### Drive-strength map

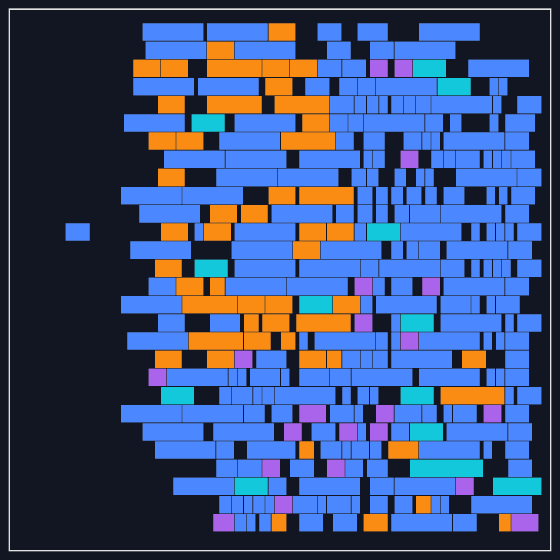
### Routing congestion

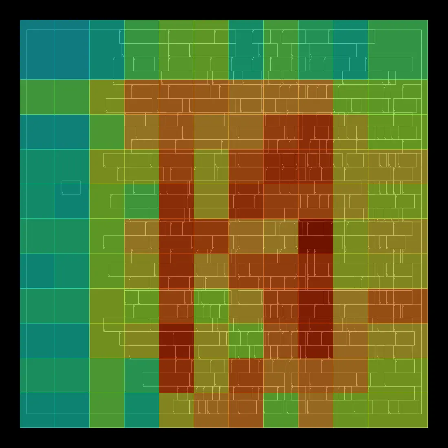
**config.mk**
```make
export PLATFORM = sky130hd
export DESIGN_NAME = cycle_sequencer
export DESIGN_NICKNAME = d
export VERILOG_FILES = /design/src/rtl/cycle_sequencer.sv
export SDC_FILE = /design/constraint.sdc
export NUM_CORES = 1
export LEC_CHECK = 0
export ABC_CLOCK_PERIOD_IN_PS = 2100
export CAP_MARGIN = 10
export CORE_UTILIZATION = 48
export CTS_CLUSTER_SIZE = 20
export DETAILED_ROUTE_END_ITERATION = 16
export PLACE_DENSITY = 0.87
export SLEW_MARGIN = 30
export SYNTH_ARGS = -nofsm -noshare
export SYNTH_HDL_FRONTEND = slang
export SYNTH_SLANG_ARGS = --single-unit
```
**constraint.sdc**
```tcl
create_clock -name clk -period 2.1 [get_ports clk]
set_clock_uncertainty 0.05 [all_clocks]
set_input_delay 0.42 -clock clk [delete_from_list [all_inputs] [get_ports clk]]
set_output_delay 0.42 -clock clk [all_outputs]
set_load 0.03 [all_outputs]
```
**src/rtl/cycle_sequencer.sv**
```systemverilog
// cycle_sequencer: four-phase instruction-cycle controller for the 8-bit core.
// Owns the PC, instruction register and circular return stack. Fetch of the
// next word overlaps execution of the current one; control-flow requests
// taken in Q4 flush the prefetched word.
module cycle_sequencer #(
  parameter int PC_W        = 8,
  parameter int STACK_DEPTH = 4
) (
  input  logic            clk,
  input  logic            rst_n,
  input  logic            run,
  input  logic [7:0]      prog_data,
  input  logic            skip_req,
  input  logic            branch_req,
  input  logic            call_req,
  input  logic            ret_req,
  input  logic [PC_W-1:0] branch_target,
  output logic [PC_W-1:0] prog_addr,
  output logic [7:0]      inst_reg,
  output logic            exec_valid,
  output logic            q1,
  output logic            q2,
  output logic            q3,
  output logic            q4,
  output logic            halted,
  output logic            stack_err
);

  localparam int SP_W = (STACK_DEPTH > 1) ? $clog2(STACK_DEPTH) : 1;
  localparam logic [SP_W:0] FULL_COUNT = (SP_W+1)'(STACK_DEPTH);

  typedef enum logic [2:0] {HALT, Q1, Q2, Q3, Q4} state_t;

  state_t          state;
  state_t          state_next;

  logic [PC_W-1:0] pc;
  logic [PC_W-1:0] pc_next;
  logic            flush;
  logic            do_push;
  logic            do_pop;

  // Return stack: sp points at the next free slot; count tracks occupancy
  // so that full/empty can be told apart on the circular buffer.
  logic [PC_W-1:0] stack [STACK_DEPTH];
  logic [SP_W-1:0] sp;
  logic [SP_W-1:0] sp_dec;
  logic [SP_W:0]   count;

  assign prog_addr = pc;
  assign sp_dec    = sp - SP_W'(1);

  // Phase sequencing: HALT until run, then Q1..Q4, run re-checked at Q4 only.
  always_comb begin
    state_next = HALT;
    unique case (state)
      HALT:    state_next = run ? Q1 : HALT;
      Q1:      state_next = Q2;
      Q2:      state_next = Q3;
      Q3:      state_next = Q4;
      Q4:      state_next = run ? Q1 : HALT;
      default: state_next = HALT;
    endcase
  end

  // Next-PC selection for the instruction boundary; call > ret > branch > skip,
  // and nothing is honoured while the executing word is a flushed/dummy NOP.
  always_comb begin
    pc_next = pc + PC_W'(1);
    flush   = 1'b0;
    do_push = 1'b0;
    do_pop  = 1'b0;
    if (exec_valid) begin
      if (call_req) begin
        do_push = 1'b1;
        pc_next = branch_target;
        flush   = 1'b1;
      end else if (ret_req) begin
        do_pop  = 1'b1;
        pc_next = stack[sp_dec];
        flush   = 1'b1;
      end else if (branch_req) begin
        pc_next = branch_target;
        flush   = 1'b1;
      end else if (skip_req) begin
        flush   = 1'b1;
      end
    end
  end

  // FSM state plus registered phase strobes and idle flag.
  always_ff @(posedge clk or negedge rst_n) begin
    if (!rst_n) begin
      state  <= HALT;
      q1     <= 1'b0;
      q2     <= 1'b0;
      q3     <= 1'b0;
      q4     <= 1'b0;
      halted <= 1'b1;
    end else begin
      state  <= state_next;
      q1     <= (state_next == Q1);
      q2     <= (state_next == Q2);
      q3     <= (state_next == Q3);
      q4     <= (state_next == Q4);
      halted <= (state_next == HALT);
    end
  end

  // Instruction boundary: latch fetched word, advance PC, mark validity.
  always_ff @(posedge clk or negedge rst_n) begin
    if (!rst_n) begin
      pc         <= '0;
      inst_reg   <= '0;
      exec_valid <= 1'b0;
    end else if (state == Q4) begin
      pc         <= pc_next;
      inst_reg   <= prog_data;
      exec_valid <= ~flush;
    end
  end

  // Return stack push/pop with sticky overflow/underflow reporting.
  always_ff @(posedge clk or negedge rst_n) begin
    if (!rst_n) begin
      for (int i = 0; i < STACK_DEPTH; i++) begin
        stack[i] <= '0;
      end
      sp        <= '0;
      count     <= '0;
      stack_err <= 1'b0;
    end else if (state == Q4) begin
      if (do_push) begin
        // When full, the slot at sp holds the oldest entry and is overwritten.
        stack[sp] <= pc;
        sp        <= sp + SP_W'(1);
        if (count == FULL_COUNT) begin
          stack_err <= 1'b1;
        end else begin
          count <= count + (SP_W+1)'(1);
        end
      end else if (do_pop) begin
        sp <= sp_dec;
        if (count == '0) begin
          stack_err <= 1'b1;
        end else begin
          count <= count - (SP_W+1)'(1);
        end
      end
    end
  end

endmodule
```
==> impl_metrics.ini <==
; synthesis and place-and-route metrics
[outcome]
status = finished, final reports clean

[yosys]
syn_area_mm2 = 0.00298
avgSynthCellArea_um2 = 11.9
yosys_area_mm2 = 0.00298
syn_inst = 250
yosys.area_share.adder_pct = 2.77

[sta]
whs_ns = 0.00973
fin_crit_sh_pct = 96.6
setup-tns-final_ns = 0

[floorplanning]
fp.dieW_um = 80.8
io_pins = 46
die_h_um = 80.8
dieArea_mm2 = 0.00653

[power_and_ir_drop]
power_density_mw_per_mm2 = 1480
leakage_nw = 1.78

[hold_path]
hp-class = in2async

[job]
tool_warnings = 29
max-cap-violations = 0

[finish]
largest_register_ffs = 32
final_cell_mix = dfrtp_1, clkdlybuf4s50_1, nand2_1, mux2_2

[worst_setup_path]
worst_ep_arrival_time_ns = 1.56
cp_cell_sequence = clkdlybuf4s50_1
cp-end-kind = output port
startpoint_type = flip-flop
max_stage_delay_ns = 0.72
crit_buf_inv = 1

[clocking]
cts_tree = done
clock_latency_ns = 0.35
clock_path_buffers = 2
clkTransAtPathRegs_ns = 0.08

[placed_design]
place.gp.congestion = 0.803

[global_route]
grt_pass1_wl_um = 11300
grt-ovfl-total = 0
grt_max_degree = 64

[route]
viasPerCell = 5.73
Notes on 'Drive-strength map' above:
colour	size	cells	share
cyan	x6 and larger	13	4.1%
purple	x3 and x4	21	6.6%
orange	x2	50	16%
blue	x1 and smaller	234	74%
Area Overhead vs Synth: 28.2%
worst setup margin: 0.0707 ns
count of plain and timing-repair buffers: 62
final instance area: 0.00382 mm^2

Notes on 'Routing congestion' above:
DR WL/cell: 17.6 um
Total Routing Usage GR: 24.0%
post-layout util: 64.2%
busiest grt layer: met2

## stage by stage
step / utilization [%] / setup slack [ns] / cells / total power [mW]
2_1_floorplan: - / 0.0230 / 250 / 3.59
3_3_place_gp: 60.6 / 0.0639 / 377 / 4.42
3_5_place_dp: 60.6 / 0.0510 / 377 / 4.55
4_1_cts: 64.1 / 0.00590 / 393 / 5.67
5_1_grt: 64.2 / 0.0155 / 393 / 5.98
6_report: 64.2 / 0.0707 / 393 / 5.65
## worst max-delay path by stage
stage	endpoint	slack [ns]
after detailed placement	count[2]	0.05
after floorplan	prog_addr[5]	0.02
after global routing	prog_addr[0]	0.02
after global placement	count[2]	0.06
final	prog_addr[0]	0.07
after CTS	prog_addr[5]	0.006
## cell type report
type	count	area, um^2
clock buffer	12	155
clock inverter	4	53.8
fill	439	2130
inverter	8	30.0
multi-input combinational	169	1320
sequential	63	1580
tap	75	93.8
timing repair buffer	62	591
## routing by layer
metal / share of wire [%] / GRT usage [%] / up-vias
met5: 0 / 0 / -
met4: 2.1 / 10.4 / 0
met3: 5.1 / 6.74 / 16
met2: 53 / 43.3 / 67
met1: 39 / 26.1 / 1142
li1: - / - / 1028
## power by group
group          internal (mW)  leakage (nW)  switching, mW
combinational           1.14         0.873           1.30
clock                  0.615        0.0988          0.476
sequential              1.71         0.804          0.420
## what timing repair did
action / 4_1_cts / 5_1_grt
gates resized: 2 / 3
setup endpoints to repair: 2 / 3
hold buffers: 0 / 0
## synth_stat cells, types with 3 or more instances
master / instances
buf_2: 3
inv_1: 8
ha_1: 5
a21oi_1: 8
clkbuf_1: 5
nor2_1: 11
mux2_2: 30
a22oi_1: 6
o21ai_0: 16
dfrtp_1: 62
nor3b_1: 4
nor3_1: 3
mux4_2: 8
nand2_1: 33
nand3_1: 3
nand2_2: 5
Power figures rest on the tool's default switching activity, not on a simulated workload.
